## config.mk

```make
export PLATFORM = sky130hd
export DESIGN_NAME = cache_fill_ctrl
export DESIGN_NICKNAME = d
export VERILOG_FILES = /design/src/rtl/cache_fill_ctrl_pkg.sv /design/src/rtl/cache_fill_ctrl_counter.sv /design/src/rtl/cache_fill_ctrl.sv
export SDC_FILE = /design/constraint.sdc
export NUM_CORES = 1
export LEC_CHECK = 0
export CAP_MARGIN = 20
export CORE_ASPECT_RATIO = 1.1
export CORE_MARGIN = 2
export CORE_UTILIZATION = 33
export CTS_CLUSTER_DIAMETER = 120
export DETAILED_ROUTE_END_ITERATION = 10
export PLACE_DENSITY_LB_ADDON = 0.1
export SYNTH_ARGS = -nofsm -noshare
export SYNTH_HDL_FRONTEND = slang
export SYNTH_SLANG_ARGS = --single-unit
export TNS_END_PERCENT = 10
```

## constraint.sdc

```tcl
create_clock -name clk -period 1.6 [get_ports clk]
set_clock_uncertainty 0.2 [all_clocks]
set_input_delay 0.16 -clock clk [delete_from_list [all_inputs] [get_ports clk]]
set_output_delay 0.16 -clock clk [all_outputs]
set_load 0.05 [all_outputs]
```

## src/rtl/cache_fill_ctrl_pkg.sv

```systemverilog
// Shared definitions for the cache miss fill controller: FSM states, channel
// encodings and width helpers derived from the block geometry.
package cache_fill_ctrl_pkg;

    typedef enum logic [1:0] {
        IDLE  = 2'd0,
        FILL  = 2'd1,
        TAGWR = 2'd2
    } fill_state_e;

    localparam logic CH_I = 1'b0;
    localparam logic CH_D = 1'b1;

    // Byte-offset width of one block: log2(BLOCK_WORDS*WORD_BYTES).
    function automatic int offset_width(input int block_words, input int word_bytes);
        return $clog2(block_words * word_bytes);
    endfunction

    // Word counters must reach BLOCK_WORDS itself, hence the extra bit.
    function automatic int cnt_width(input int block_words);
        return $clog2(block_words) + 1;
    endfunction

endpackage

```

## src/rtl/cache_fill_ctrl_counter.sv

```systemverilog
// Word counter used for both the issue and the return side of a block fill:
// synchronous clear has priority over the count enable.
module fill_word_counter
    import cache_fill_ctrl_pkg::*;
#(
    parameter int CNT_W = 4
) (
    input  logic             clk,
    input  logic             rst,
    input  logic             clr_i,
    input  logic             en_i,
    output logic [CNT_W-1:0] cnt_o
);

    logic [CNT_W-1:0] cnt_q;
    logic [CNT_W-1:0] cnt_d;

    always_comb begin
        cnt_d = cnt_q;
        if (clr_i) begin
            cnt_d = '0;
        end else if (en_i) begin
            cnt_d = cnt_q + CNT_W'(1);
        end
    end

    always_ff @(posedge clk or posedge rst) begin
        if (rst) begin
            cnt_q <= '0;
        end else begin
            cnt_q <= cnt_d;
        end
    end

    assign cnt_o = cnt_q;

endmodule

```

## src/rtl/cache_fill_ctrl.sv

```systemverilog
// Two-channel (I/D) cache miss fill controller: arbitrates misses, issues a
// burst of word reads, steers returned words into the chosen cache, writes the tag.
module cache_fill_ctrl
    import cache_fill_ctrl_pkg::*;
#(
    parameter int ADDR_W      = 16,
    parameter int DATA_W      = 16,
    parameter int WORD_BYTES  = 2,
    parameter int BLOCK_WORDS = 8
) (
    input  logic                           clk,
    input  logic                           rst,
    input  logic                           miss_i,
    input  logic [ADDR_W-1:0]              miss_addr_i,
    input  logic                           miss_d,
    input  logic [ADDR_W-1:0]              miss_addr_d,
    input  logic                           mem_data_valid,
    input  logic [DATA_W-1:0]              mem_data,
    output logic                           busy_i,
    output logic                           busy_d,
    output logic                           mem_rd,
    output logic [ADDR_W-1:0]              mem_addr,
    output logic                           fill_sel,
    output logic [DATA_W-1:0]              fill_data,
    output logic [$clog2(BLOCK_WORDS)-1:0] fill_offset,
    output logic                           data_we,
    output logic                           tag_we,
    output logic [ADDR_W-1:0]              fill_addr
);

    localparam int                CNT_W    = cnt_width(BLOCK_WORDS);
    localparam int                IDX_W    = CNT_W - 1;
    localparam int                BYTE_SH  = $clog2(WORD_BYTES);
    localparam logic [ADDR_W-1:0] BLK_MASK = ADDR_W'((1 << offset_width(BLOCK_WORDS, WORD_BYTES)) - 1);
    localparam logic [CNT_W-1:0]  CNT_FULL = CNT_W'(BLOCK_WORDS);
    localparam logic [CNT_W-1:0]  CNT_LAST = CNT_W'(BLOCK_WORDS - 1);

    fill_state_e       state_q, state_d;
    logic              sel_q, sel_d;
    logic [ADDR_W-1:0] base_q, base_d;
    logic              accept;
    logic [CNT_W-1:0]  issue_cnt;
    logic [CNT_W-1:0]  ret_cnt;
    logic [ADDR_W-1:0] word_off;

    fill_word_counter #(.CNT_W(CNT_W)) u_issue_cnt (
        .clk   (clk),
        .rst   (rst),
        .clr_i (accept),
        .en_i  (mem_rd),
        .cnt_o (issue_cnt)
    );

    fill_word_counter #(.CNT_W(CNT_W)) u_ret_cnt (
        .clk   (clk),
        .rst   (rst),
        .clr_i (accept),
        .en_i  (data_we),
        .cnt_o (ret_cnt)
    );

    always_comb begin
        state_d = state_q;
        sel_d   = sel_q;
        base_d  = base_q;
        accept  = 1'b0;
        mem_rd  = 1'b0;
        data_we = 1'b0;
        tag_we  = 1'b0;
        case (state_q)
            IDLE: begin
                // D has priority; a losing I miss simply stays asserted.
                if (miss_d || miss_i) begin
                    accept  = 1'b1;
                    sel_d   = miss_d ? CH_D : CH_I;
                    base_d  = (miss_d ? miss_addr_d : miss_addr_i) & ~BLK_MASK;
                    state_d = FILL;
                end
            end
            FILL: begin
                mem_rd  = (issue_cnt < CNT_FULL);
                data_we = mem_data_valid;
                if (mem_data_valid && (ret_cnt == CNT_LAST)) begin
                    state_d = TAGWR;
                end
            end
            TAGWR: begin
                tag_we  = 1'b1;
                state_d = IDLE;
            end
            default: begin
                state_d = IDLE;
            end
        endcase
    end

    always_ff @(posedge clk or posedge rst) begin
        if (rst) begin
            state_q <= IDLE;
            sel_q   <= CH_I;
            base_q  <= '0;
        end else begin
            state_q <= state_d;
            sel_q   <= sel_d;
            base_q  <= base_d;
        end
    end

    // Word offset is ORed into the cleared low bits, so the sum never carries out of the block.
    assign word_off    = ADDR_W'(issue_cnt[IDX_W-1:0]) << BYTE_SH;
    assign mem_addr    = mem_rd ? (base_q | word_off) : '0;
    assign fill_offset = ret_cnt[IDX_W-1:0];
    assign fill_data   = mem_data;
    assign fill_sel    = sel_q;
    assign fill_addr   = base_q;

    // A channel stalls while its miss is outstanding or while its block is in flight.
    assign busy_i = miss_i | ((state_q != IDLE) & (sel_q == CH_I));
    assign busy_d = miss_d | ((state_q != IDLE) & (sel_q == CH_D));

endmodule

```

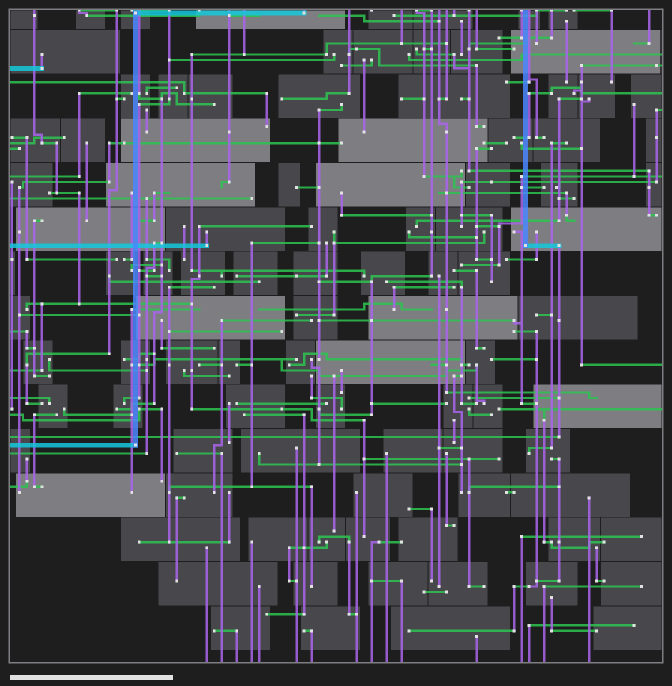
**Above:** zoomed window.
The bar under the picture is 10 µm long. Window x 13 to 53, y 2 to 42 µm. Cells in grey, sequential cells in the stronger grey; small squares are vias.
Key: M2 = purple; M4 = blue; M1 = green; M3 = cyan
Netlist names of flops here include fill_addr (7), state_q (2), u_ret_cnt.cnt_o (2). 85 logic cells have their middle in the window. Sequential cells in the window: 12. Most frequent: o21ai_0 (11), dfrtp_1 (11), buf_12 (11).

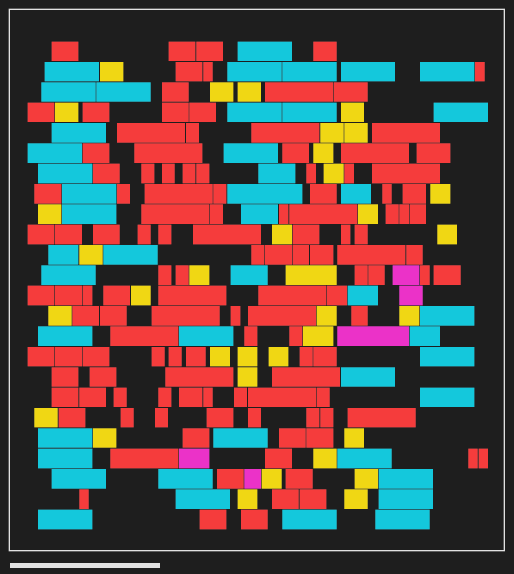
**Above:** sizing map.
The bar under the picture is 20 µm long.
Key: x3 and x4 = yellow [cells 34]; x6 and larger = cyan [cells 45]; x2 = magenta [cells 5]; x1 and smaller = red [cells 125]
final setup margin: -0.2290 ns
Area Growth Syn to Fin: 85.37%
Buffers excl. clock: 87

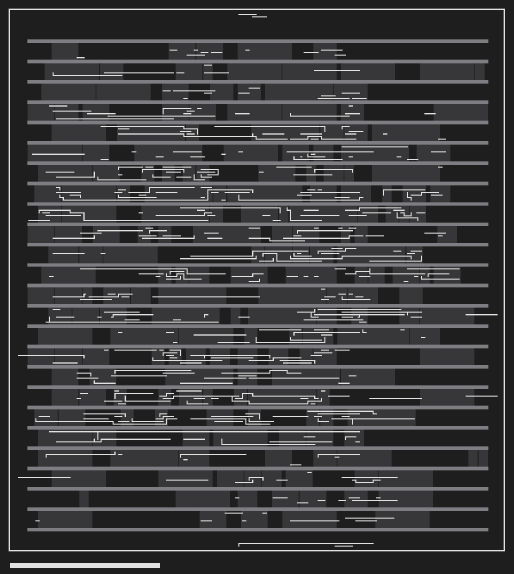
**Above:** M1 wires.
The bar under the picture is 20 µm long. Supply wires on this layer in grey. Cells faint in the background.
The wires run mostly horizontal. The longest straight run is 41.4 µm. The layer holds 38% of the routed length. 184 nets have wire on it.
met1 Use GR: 0.2131
drt total wl: 3851 µm
DR vias: 1220

==> results.py <==
# Physical implementation metrics
metrics = {
    "outcome": {
        "outcome": "finished with violations",
        "violations": "negative setup slack",
    },
    "finish": {
        "final_area_mm2": 0.002584,
        "lay_top_count": "buf_12",
        "nClkBuffers": 4,
    },
    "timing": {
        "fin_ws_ns": -0.2290,
        "period_used_share": 1.143,
        "setup_violations": 19,
    },
    "pwr": {
        "comb_power_share": 0.761,
        "powerSeq_mw": 1.16,
        "p_sw_mw": 2.826,
        "leakagePower_nw": 1.170,
        "switching_share": 0.4500,
    },
    "synthesis": {
        "top_cell": "buf_4",
        "simple_gate_share": 0.1598,
        "ys_async_sr_fraction": 1.000,
    },
    "routing": {
        "drt_iter0_markers": 40,
    },
    "grt": {
        "grt_max_degree": 24,
    },
    "critical_path": {
        "slowest_stage": "dfrtp_2",
        "reg2reg_depth": 6,
        "cp_slowest_stage_delay_ns": 0.44,
    },
    "clocking": {
        "cts_root_buffer": "clkbuf_8",
    },
    "placement": {
        "place_inst": 249,
    },
}
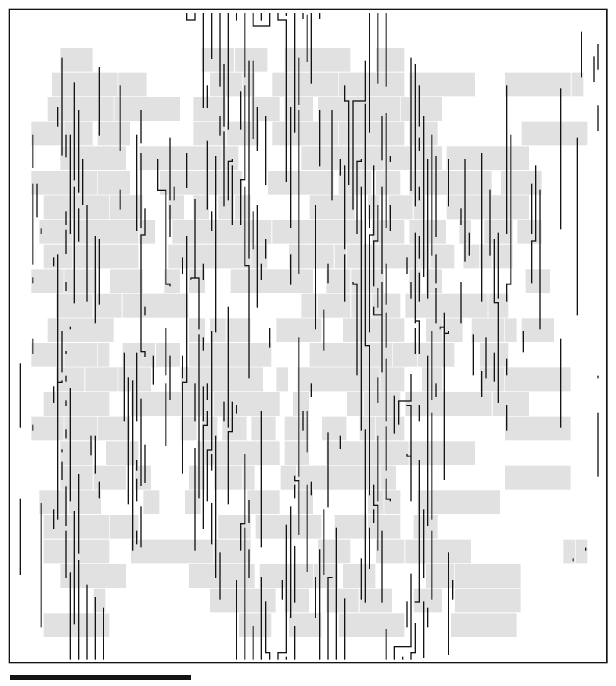
**Above:** metal 2.
The bar under the picture is 20 µm long. Cells faint in the background.
The longest straight run is 29.2 µm. The wires run mostly vertical.
met2 Use GR: 0.3187

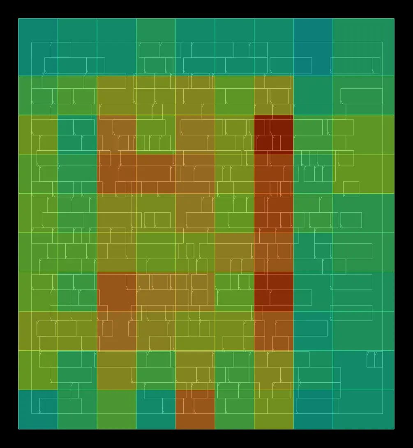
**Above:** track usage over the die.
gr usage total: 0.1828
Final Core Density: 0.6421

worst paths after layout:
path	end	slack (ns)
worst min-delay path	fill_addr[9]	0.05
worst max register to register	u_issue_cnt.cnt_o[1]	0.02
min in group clk	fill_data[10]	0.12
worst max-delay path	mem_addr[5]	-0.23
worst min register to register	u_ret_cnt.cnt_o[3]	0.28
max in group asynchronous	state_q[1]	0.90
routing by layer:
layer / global-route usage / up-vias / wire length (µm)
met3: 0.05271 / 8 / 310
met4: 0.06576 / 0 / 62
met2: 0.3187 / 55 / 2018
met1: 0.2131 / 567 / 1459
met5: 0 / - / 0
li1: - / 590 / -
sequential cells by signal (all words and copies together), names as in the netlist:
signal             flops
fill_addr             12
fill_sel               1
state_q                2
u_issue_cnt.cnt_o      4
u_ret_cnt.cnt_o        4
Power figures rest on the tool's default switching activity, not on a simulated workload.
